Run 1, signal wires on met2:
Bar = 20 um.
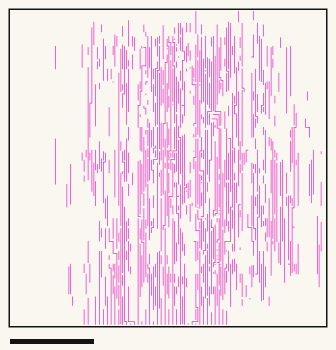
Run 1, routed metal, one colour a layer:
Bar = 20 um. Two of the layers only.
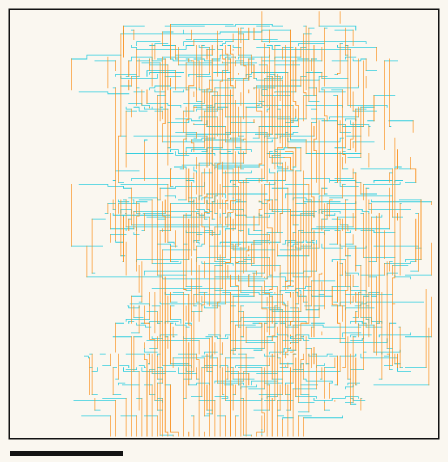
Run 1, clock wiring as the flow saved it:
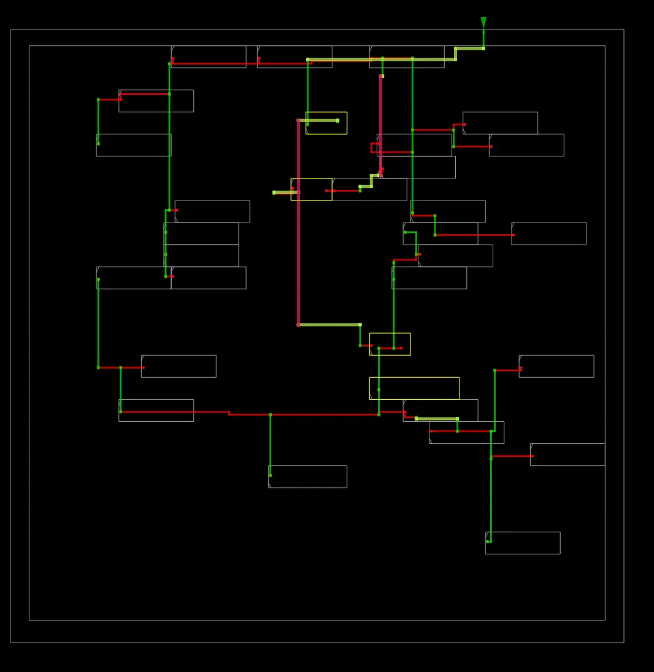
==> src/rtl/chime_alarm_ctrl.sv <==
// Hourly chime and alarm sequencer: watches the BCD time, schedules pre-beeps,
// the top-of-hour beep and a bounded alarm session, and generates the buzzer tone.
module chime_alarm_ctrl #(
    parameter int N_PRE      = 4,
    parameter int BEEP_CYC   = 1000,
    parameter int LOW_DIV    = 2,
    parameter int HIGH_DIV   = 1,
    parameter int ALARM_SECS = 10
) (
    input  logic       CP,
    input  logic       CR,
    input  logic       EN_CHIME,
    input  logic       EN_ALARM,
    input  logic [7:0] TIME_H,
    input  logic [7:0] TIME_M,
    input  logic [7:0] TIME_S,
    input  logic [7:0] ALARM_H,
    input  logic [7:0] ALARM_M,
    input  logic       ALARM_STOP,
    output logic       AUDIO,
    output logic       CHIMING,
    output logic       ALARMING
);

    localparam int ALM_CYC = (BEEP_CYC / 2 > 0) ? BEEP_CYC / 2 : 1;
    localparam int MAX_DIV = (LOW_DIV > HIGH_DIV) ? LOW_DIV : HIGH_DIV;
    localparam int DUR_W   = (BEEP_CYC > 1) ? $clog2(BEEP_CYC) : 1;
    localparam int DIV_W   = (MAX_DIV > 1) ? $clog2(MAX_DIV) : 1;
    localparam int SEC_W   = $clog2(ALARM_SECS + 1);

    localparam logic [DUR_W-1:0] DUR_CHIME = DUR_W'(BEEP_CYC - 1);
    localparam logic [DUR_W-1:0] DUR_ALARM = DUR_W'(ALM_CYC - 1);
    localparam logic [DUR_W-1:0] DUR_ONE   = DUR_W'(1);
    localparam logic [DIV_W-1:0] LOW_TOP   = DIV_W'(LOW_DIV - 1);
    localparam logic [DIV_W-1:0] HIGH_TOP  = DIV_W'(HIGH_DIV - 1);
    localparam logic [DIV_W-1:0] DIV_ONE   = DIV_W'(1);
    localparam logic [SEC_W-1:0] SEC_LOAD  = SEC_W'(ALARM_SECS);
    localparam logic [SEC_W-1:0] SEC_ONE   = SEC_W'(1);

    typedef enum logic {IDLE, BEEP} state_t;

    function automatic logic [7:0] to_bcd(input int v);
        return 8'((v / 10) * 16 + (v % 10));
    endfunction

    function automatic logic bcd_ok(input logic [7:0] v);
        return (v[7:4] <= 4'd9) && (v[3:0] <= 4'd9);
    endfunction

    state_t           state;
    logic [7:0]       s_prev;
    logic [DUR_W-1:0] dur_cnt;
    logic [DIV_W-1:0] div_cnt;
    logic [SEC_W-1:0] sec_cnt;
    logic             tone_hi, src_alarm, phase, alarming;

    logic sc, low_slot, high_slot, req_chime, req_alarm, alarm_start, stop;
    logic [DIV_W-1:0] div_top;

    // Slots are compared against valid BCD constants, so malformed TIME_S never matches.
    always_comb begin
        low_slot = 1'b0;
        for (int k = 0; k < N_PRE; k++)
            if (TIME_S == to_bcd(59 - 2 * (N_PRE - k))) low_slot = 1'b1;
    end

    assign sc          = (TIME_S != s_prev);
    assign high_slot   = (TIME_S == 8'h59);
    assign req_chime   = sc & EN_CHIME & (TIME_M == 8'h59) & (low_slot | high_slot);
    assign stop        = ALARM_STOP | ~EN_ALARM;
    assign alarm_start = sc & EN_ALARM & bcd_ok(TIME_H) & bcd_ok(TIME_M)
                       & (TIME_H == ALARM_H) & (TIME_M == ALARM_M) & (TIME_S == 8'h00);
    // The second that exhausts the session ends it silently.
    assign req_alarm   = ~stop & (alarm_start | (alarming & sc & (sec_cnt != SEC_ONE)));
    assign div_top     = tone_hi ? HIGH_TOP : LOW_TOP;

    always_ff @(posedge CP or posedge CR) begin
        if (CR) begin
            alarming <= 1'b0;
            sec_cnt  <= '0;
        end else if (stop) begin
            alarming <= 1'b0;
            sec_cnt  <= '0;
        end else if (alarm_start) begin
            alarming <= 1'b1;
            sec_cnt  <= SEC_LOAD;
        end else if (alarming && sc) begin
            sec_cnt <= sec_cnt - SEC_ONE;
            if (sec_cnt == SEC_ONE) alarming <= 1'b0;
        end
    end

    always_ff @(posedge CP or posedge CR) begin
        if (CR) begin
            state     <= IDLE;
            s_prev    <= 8'h00;
            dur_cnt   <= '0;
            div_cnt   <= '0;
            tone_hi   <= 1'b0;
            src_alarm <= 1'b0;
            phase     <= 1'b0;
        end else begin
            s_prev <= TIME_S;
            if (req_chime || req_alarm) begin
                // Chime takes precedence over an alarm beep in the same second.
                state     <= BEEP;
                dur_cnt   <= req_chime ? DUR_CHIME : DUR_ALARM;
                tone_hi   <= req_chime ? high_slot : 1'b1;
                src_alarm <= ~req_chime;
                div_cnt   <= '0;
                phase     <= 1'b0;
            end else if (state == BEEP) begin
                if (div_cnt == div_top) begin
                    div_cnt <= '0;
                    phase   <= ~phase;
                end else begin
                    div_cnt <= div_cnt + DIV_ONE;
                end
                if ((stop && src_alarm) || dur_cnt == '0) state <= IDLE;
                else                                      dur_cnt <= dur_cnt - DUR_ONE;
            end
        end
    end

    assign AUDIO    = (state == BEEP) & phase;
    assign CHIMING  = (state == BEEP) & ~src_alarm;
    assign ALARMING = alarming;

endmodule
==> config.mk <==
export PLATFORM = sky130hd
export DESIGN_NAME = chime_alarm_ctrl
export DESIGN_NICKNAME = d
export VERILOG_FILES = /design/src/rtl/chime_alarm_ctrl.sv
export SDC_FILE = /design/constraint.sdc
export NUM_CORES = 1
export LEC_CHECK = 0
export ABC_AREA = 1
export ABC_CLOCK_PERIOD_IN_PS = 1300
export CORE_MARGIN = 2
export CORE_UTILIZATION = 40
export CTS_CLUSTER_SIZE = 10
export DETAILED_ROUTE_END_ITERATION = 7
export PLACE_DENSITY = 0.8
export SLEW_MARGIN = 10
export SYNTH_ARGS = -nofsm -noshare
export SYNTH_HDL_FRONTEND = slang
export SYNTH_SLANG_ARGS = --single-unit
==> constraint.sdc <==
create_clock -name CP -period 1.3 [get_ports CP]
set_input_delay 0.39 -clock CP [delete_from_list [all_inputs] [get_ports CP]]
set_output_delay 0.39 -clock CP [all_outputs]
set_load 0.05 [all_outputs]
==> out/summary.json, run 1 <==
{
  "wire_length_of_the_first_global_routing_pass": {"value": 10.3, "unit": "mm"},
  "drv_cap": {"value": 0},
  "hp-start": {"value": "TIME_S[7]"},
  "routed_wire_length_on_met2": {"value": 3.56, "unit": "mm"},
  "setup_ws": {"value": -0.310, "unit": "ns"},
  "i_o_pins": {"value": 48},
  "slew_headroom": {"value": 77.3, "unit": "%"},
  "setup.worst_path.end_class": {"value": "register"},
  "failed_checks": {"value": "negative setup slack"},
  "core_util_floorplan": {"value": 40.8, "unit": "%"},
  "outcome": {"value": "finished, violations left"},
  "routed-wl-met3": {"value": 292, "unit": "um"},
  "crit_path_start_kind": {"value": "register"},
  "finalSetupViolCount": {"value": 23},
  "non_filler_instance_count_after_layout": {"value": 482},
  "worst-path-stages": {"value": 11},
  "clock_root_buffer": {"value": "sky130_fd_sc_hd__clkbuf_8"},
  "synth.avg_cell_area": {"value": 6.54, "unit": "sq um"},
  "detailed_route_iter0_violations": {"value": 131},
  "final_cell_area": {"value": 3320, "unit": "sq um"}
}
About 'signal wires on met2':
main direction	vertical
wire length on this layer	3560 um
nets with wire on the layer	386
share of all routed wire	54%
met2 global-route usage: 46.5%
total wirelength of the detailed-routed design: 6.55 mm

About 'routed metal, one colour a layer':
colour	layer	wire length
cyan	metal 1	2460 um
orange	metal 2	3560 um

About 'clock wiring as the flow saved it':
final setup skew: 0.00607 ns
clock network latency to the later pin of the worst-skew pair: 0.29 ns
Flops: 28

[run 1: cell families (layout without fill, tap and decap cells)]
group	Yosys count	in the layout	share of synthesized area (%)
buffers and inverters	65	165	12.1
DFF	28	28	34.3
adders and majority gates	4	4	2.45
AOI/OAI and AO/OA	16	16	5.33
xor gates and xnor gates	13	13	5.58
and+or+nand+nor	186	186	40.3
[run 1: where the power goes]
part | switching [mW] | total [mW] | internal, mW
combinational | 0.224 | 0.432 | 0.209
sequential | 0.00904 | 0.896 | 0.887
clock | 0.304 | 0.717 | 0.414
total | 0.536 | 2.05 | 1.51
[run 1: Yosys cell counts (all sizes together)]
cell	n	area, sq um
a21oi	2	10.0
a31oi	2	18.8
clkinv	1	3.75
dfrtp	28	701
ha	4	50.1
inv	64	243
nand2	117	452
nand3	13	90.1
nand4	6	37.5
nor2	41	194
nor3	7	35.0
nor3b	1	7.51
o211ai	1	7.51
o21a	1	7.51
o21ai	10	65.1
or2	1	6.26
xnor2	6	52.6
xor2	7	61.3
[run 1: routing by layer]
layer / vias up / GRT usage, %
li1: 1139 / -
met4: 0 / 6.24
met3: 35 / 2.12
met1: 1095 / 26.5
met5: - / 0
met2: 101 / 46.5
[run 1: area by class of cell]
class / instances / share of cell area, %
multi-input combinational: 219 / 39.5
timing repair buffer: 96 / 25.7
sequential: 28 / 21.2
inverter: 65 / 8.94
tap: 70 / 2.64
clock buffer: 3 / 1.24
clock inverter: 1 / 0.905
[run 1: state kept, by name (all words and copies together) (netlist names)]
| signal | cells |
|---|---|
| dur_cnt | 10 |
| s_prev | 8 |
| sec_cnt | 4 |
| ALARMING | 1 |
| div_cnt | 1 |
| phase | 1 |
| src_alarm | 1 |
| state | 1 |
| tone_hi | 1 |
==> run 2, diff against run 1 <==
--- a/config.mk
+++ b/config.mk
@@ -7,8 +7,10 @@
 export LEC_CHECK = 0
 export ABC_AREA = 1
 export ABC_CLOCK_PERIOD_IN_PS = 1300
+export CAP_MARGIN = 15
 export CORE_MARGIN = 2
 export CORE_UTILIZATION = 40
+export CTS_BUF_LIST = sky130_fd_sc_hd__clkbuf_8 sky130_fd_sc_hd__clkbuf_16
 export CTS_CLUSTER_SIZE = 10
 export DETAILED_ROUTE_END_ITERATION = 7
 export PLACE_DENSITY = 0.8
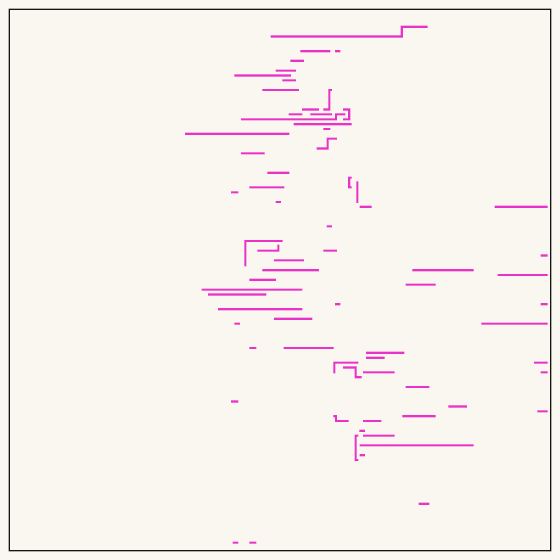
Run 2: M3 wires
wire length on this layer	292 um
longest straight run	18.2 um
met3 Usage GRT: 2.12%
via count: 2370

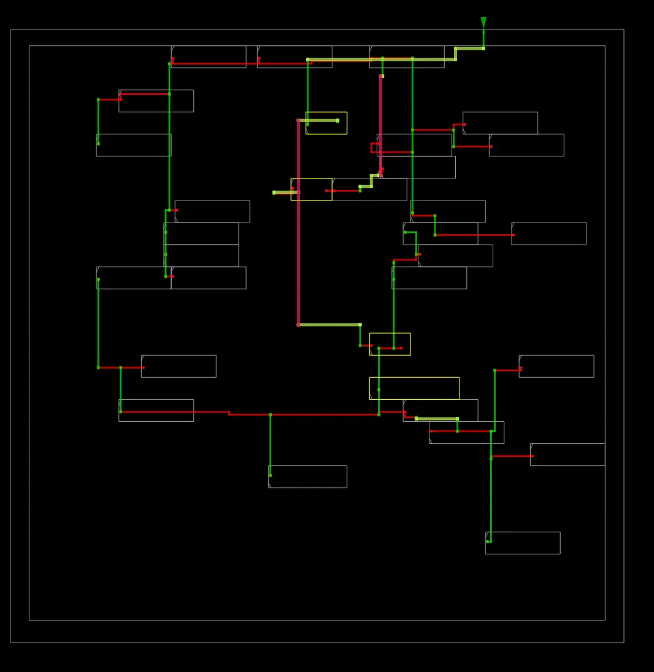
Run 2: clock wiring as the flow saved it
TritonCTS buffer count: 3
number of clock-tree buffers in the layout: 3
power in the clock group: 0.717 mW
number of sinks driven by the clock tree: 28

==> run 2 against run 1 <==
  * The run still ends with negative setup slack left
  * Non-clock buffer count unchanged
  * Register-to-register slack about the same
  * Area after synthesis unchanged
  * Synthesized cell count unchanged
==> out/summary.json, run 2 <==
{
  "setup_ws": {"value": -0.310, "unit": "ns"},
  "worst_skew_pair.late_latency": {"value": 0.29, "unit": "ns"},
  "synth.area.mux_share": {"value": 0, "unit": "%"},
  "synth_top_area_share": {"value": 34.3, "unit": "%"},
  "detailed_route_iter0_violations": {"value": 131},
  "crit_path_start_kind": {"value": "register"},
  "i_o_pins": {"value": 48},
  "non_filler_instance_count_after_layout": {"value": 482},
  "largestRegisters": {"value": "dur_cnt: 10 flops, s_prev: 8 flops, sec_cnt: 4 flops"},
  "yosys.area_share.simple": {"value": 40.3, "unit": "%"},
  "netlist.top_cell.by_area": {"value": "sky130_fd_sc_hd__dfrtp_1"},
  "slew_headroom": {"value": 77.3, "unit": "%"},
  "wire_length_of_the_first_global_routing_pass": {"value": 10.3, "unit": "mm"},
  "ys_async_sr_fraction": {"value": 100, "unit": "%"},
  "final_cell_area": {"value": 3320, "unit": "sq um"},
  "area_dominant_class": {"value": "logic gates"},
  "final.setup_skew": {"value": 0.00607, "unit": "ns"},
  "failed_checks": {"value": "negative setup slack"},
  "regMostFlops": {"value": "dur_cnt"},
  "synth_adder_area_share": {"value": 2.45, "unit": "%"},
  "clock_cell_area_share": {"value": 2.15, "unit": "%"},
  "synth_compound_gate_area_share": {"value": 5.33, "unit": "%"},
  "seq-cell-share": {"value": 21.2, "unit": "%"},
  "n_all_inverters": {"value": 65},
  "share_of_the_final_layout_cell_area_in_multi_input_gates": {"value": 39.5, "unit": "%"},
  "xor_share": {"value": 5.58, "unit": "%"},
  "number_of_flops_mapped_to_enable_cells_by_yosys": {"value": 0},
  "netlist_top_cells_count": {"value": "sky130_fd_sc_hd__nand2_1 (114), sky130_fd_sc_hd__inv_1 (52), sky130_fd_sc_hd__nor2_1 (33), sky130_fd_sc_hd__dfrtp_1 (28)"},
  "buffer_area_share": {"value": 25.7, "unit": "%"},
  "yosys-dominant-comb-family": {"value": "simple AND/OR/NAND/NOR gates"},
  "comb_cells": {"value": 219},
  "hp-start": {"value": "TIME_S[7]"},
  "n_tap_cell": {"value": 70},
  "synth.avg_cell_area": {"value": 6.54, "unit": "sq um"},
  "drv_cap": {"value": 0},
  "synth.top_cells.by_area": {"value": "sky130_fd_sc_hd__dfrtp_1 (34%), sky130_fd_sc_hd__nand2_1 (21%), sky130_fd_sc_hd__inv_1 (9.6%)"},
  "finalSetupViolCount": {"value": 23},
  "num-nonclk-buffers": {"value": 96},
  "outcome": {"value": "finished, violations left"},
  "core_util_floorplan": {"value": 40.8, "unit": "%"}
}
[run 2: final timing paths]
kind | cells after the start | slack (ns) | endpoint
worst max-delay path | 11 | -0.31 | dur_cnt[4]
worst min-delay path | 1 | 0.27 | s_prev[7]
worst max register to register | 11 | -0.31 | dur_cnt[4]
worst min register to register | 1 | 0.51 | tone_hi
max in group asynchronous | 3 | 0.70 | ALARMING
min in group asynchronous | 3 | 0.43 | div_cnt
[run 2: repair_timing]
item,in CTS,in global routing
buffers inserted,12,2
resized,146,17
setup endpoints to repair,23,23
pin swaps,64,20
[run 2: per-layer routing]
layer	vias to the layer above	share of wire, %	routed length (um)	global-route usage (%)
met5	-	0	0	0
met4	0	3.7	242	6.24
met3	35	4.5	292	2.12
met2	101	54	3560	46.5
met1	1095	37	2460	26.5
li1	1139	-	-	-
[run 2: critical path: stages (launching register included)]
cell and delay (ns):
sky130_fd_sc_hd__dfrtp_1 0.40, sky130_fd_sc_hd__inv_2 0.06, sky130_fd_sc_hd__ha_4 0.16, sky130_fd_sc_hd__nand2_4 0.06
sky130_fd_sc_hd__nor2_2 0.04, sky130_fd_sc_hd__nand2_2 0.07, sky130_fd_sc_hd__o21ai_2 0.07, sky130_fd_sc_hd__nor2_4 0.20
sky130_fd_sc_hd__nand2_1 0.13, sky130_fd_sc_hd__xor2_1 0.20, sky130_fd_sc_hd__nand2_2 0.09, sky130_fd_sc_hd__nand2_1 0.08
[run 2: power by group]
group | switching (mW) | leakage [nW] | internal [mW]
registers | 0.00904 | 0.349 | 0.887
clock network | 0.304 | 0.0357 | 0.414
logic | 0.224 | 1.35 | 0.209
total | 0.536 | 1.74 | 1.51
Run 2, signal wires on met2:
Bar = 20 um.
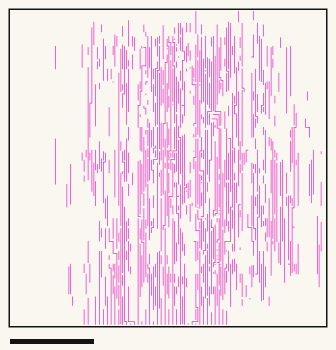

==> run 3, diff against run 2 <==
--- a/config.mk
+++ b/config.mk
@@ -8,7 +8,7 @@
 export ABC_AREA = 1
 export ABC_CLOCK_PERIOD_IN_PS = 1300
 export CAP_MARGIN = 15
-export CORE_MARGIN = 2
+export CORE_MARGIN = 5
 export CORE_UTILIZATION = 40
 export CTS_BUF_LIST = sky130_fd_sc_hd__clkbuf_8 sky130_fd_sc_hd__clkbuf_16
 export CTS_CLUSTER_SIZE = 10
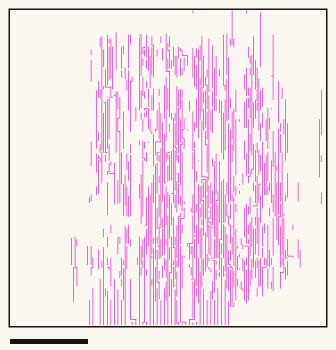
Run 3: signal wires on met2
Bar = 20 um.
nets with wire on the layer	398
main direction	vertical

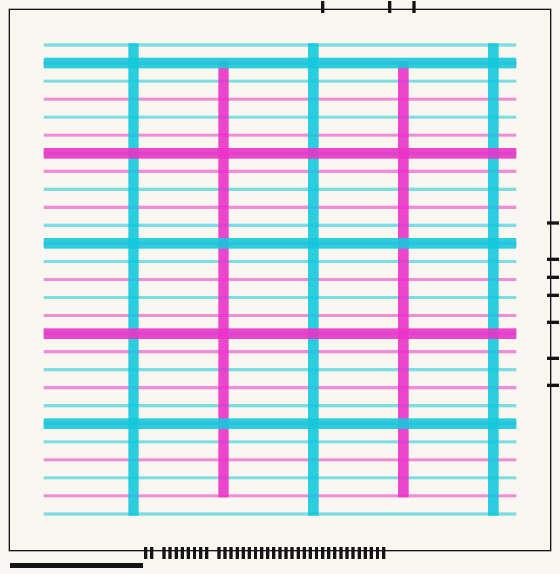
Run 3: power grid
Bar = 20 um. Pins as bars on the die edge.
colour	net
cyan	VSS
magenta	VDD
met1 rails	27
signal pins	48
met5 straps	5
rows	26
met4 straps	5
vertical die dimension: 81.5 um
peak supply drop: 610 uV
Die X-Extent: 81.5 um
Core Box Area: 5040 sq um

==> run 3 against run 2 <==
  * The run still ends with negative setup slack left
  * Power decreased by 1.3%
  * Clock power decreased by 2%
  * Die size increased by 17%
  * Area after synthesis unchanged
  * Final cell count increased by 0.83%
  * Design area decreased by 0.38%
  * Critical path depth unchanged
  * Sequential power about the same
  * Sequential share of layout area increased by 0.080 points
  * Clock skew decreased by 0.0014 ns
  * Worst setup slack got worse by 0.026 ns
  * First-iteration DRC count increased by 34%
  * Critical endpoint is now dur_cnt[1]
==> out/summary.json, run 3 <==
{
  "crit_path_cell_trace": {"value": "inv_1, nand2_2, nand2_1, nor2_1, nand2_1, nor2_4, inv_4, o21ai_4, nand2_8, inv_8, o211ai_1"},
  "synth.avg_cell_area": {"value": 6.54, "unit": "sq um"},
  "crit_path_start_kind": {"value": "register"},
  "power_combinational": {"value": 0.421, "unit": "mW"},
  "cpPeakStageDelay": {"value": 0.40, "unit": "ns"},
  "failed_checks": {"value": "negative setup slack"},
  "finalSetupViolCount": {"value": 23},
  "drv_cap": {"value": 0},
  "grt_most_used_layer": {"value": "met2"},
  "worst-path-buf-inv": {"value": 3},
  "final.setup_skew": {"value": 0.00472, "unit": "ns"},
  "power.clock.total": {"value": 0.702, "unit": "mW"},
  "grtUsageMet2": {"value": 37.5, "unit": "%"},
  "outcome": {"value": "finished, violations left"},
  "pg_seq": {"value": 0.896, "unit": "mW"},
  "internal_power": {"value": 1.49, "unit": "mW"},
  "setup.worst_path.end_class": {"value": "register"},
  "ys_async_sr_fraction": {"value": 100, "unit": "%"},
  "regMostFlops": {"value": "dur_cnt"},
  "power.share.combinational": {"value": 20.8, "unit": "%"},
  "netlist.top_cell.by_area": {"value": "sky130_fd_sc_hd__dfrtp_1"},
  "grt_use_met3": {"value": 2.19, "unit": "%"},
  "setup_ws": {"value": -0.336, "unit": "ns"},
  "i_o_pins": {"value": 48}
}
run 3: cell types whose count changed in the layout (fill, tap and decap cells not counted), sizes merged:
cell / previous run / this run
buf: 64 / 63
diode: 0 / 1
clkdlybuf4s15: 20 / 7
clkdlybuf4s50: 2 / 3
clkbuf: 4 / 6
dlygate4sd2: 9 / 23
run 3: cell type report:
cell class | instances | area, sq um
clock buffers | 3 | 41.3
multi-input cells | 219 | 1290
repair buffers | 99 | 851
flip-flops and latches | 28 | 702
inverters | 65 | 297
well taps | 70 | 87.6
diodes | 1 | 2.50
clock inverters | 1 | 30.0
fillers | 391 | 1740
run 3: final timing paths:
path / to / cells after the start / start
hold reg to reg: dur_cnt[6] / 2 / dur_cnt[6]
hold / removal: s_prev[7] / 1 / TIME_S[7]
setup / recovery: dur_cnt[1] / 11 / s_prev[4]
min in group asynchronous: s_prev[3] / 3 / CR
setup reg to reg: dur_cnt[1] / 11 / s_prev[4]
max in group asynchronous: ALARMING / 3 / CR
run 3: worst register-to-register path: cells and delay by family (launching register included):
family,cells,cell delay [ns]
AND/OR/NAND/NOR,6,0.63
flip-flops,1,0.40
AND-OR/OR-AND,2,0.24
buffers and inverters,3,0.25
run 3: cells by family (layout without fill, tap and decap cells):
family	Yosys count	count (layout)	share of synthesized area, %
fa+ha+maj	4	4	2.45
flops	28	28	34.3
simple gates	186	186	40.3
xor+xnor	13	13	5.58
buf+inv	65	168	12.1
other cells	0	1	0
compound gates	16	16	5.33
run 3: per-stage QoR:
stage / setup WS (ns) / utilization, %
3_3_place_gp: -0.846 / 59.8
4_1_cts: -0.248 / 63.2
3_5_place_dp: -0.925 / 59.8
2_1_floorplan: -0.0976 / -
6_report: -0.336 / 65.5
5_1_grt: -0.438 / 65.5
Power figures rest on the tool's default switching activity, not on a simulated workload.
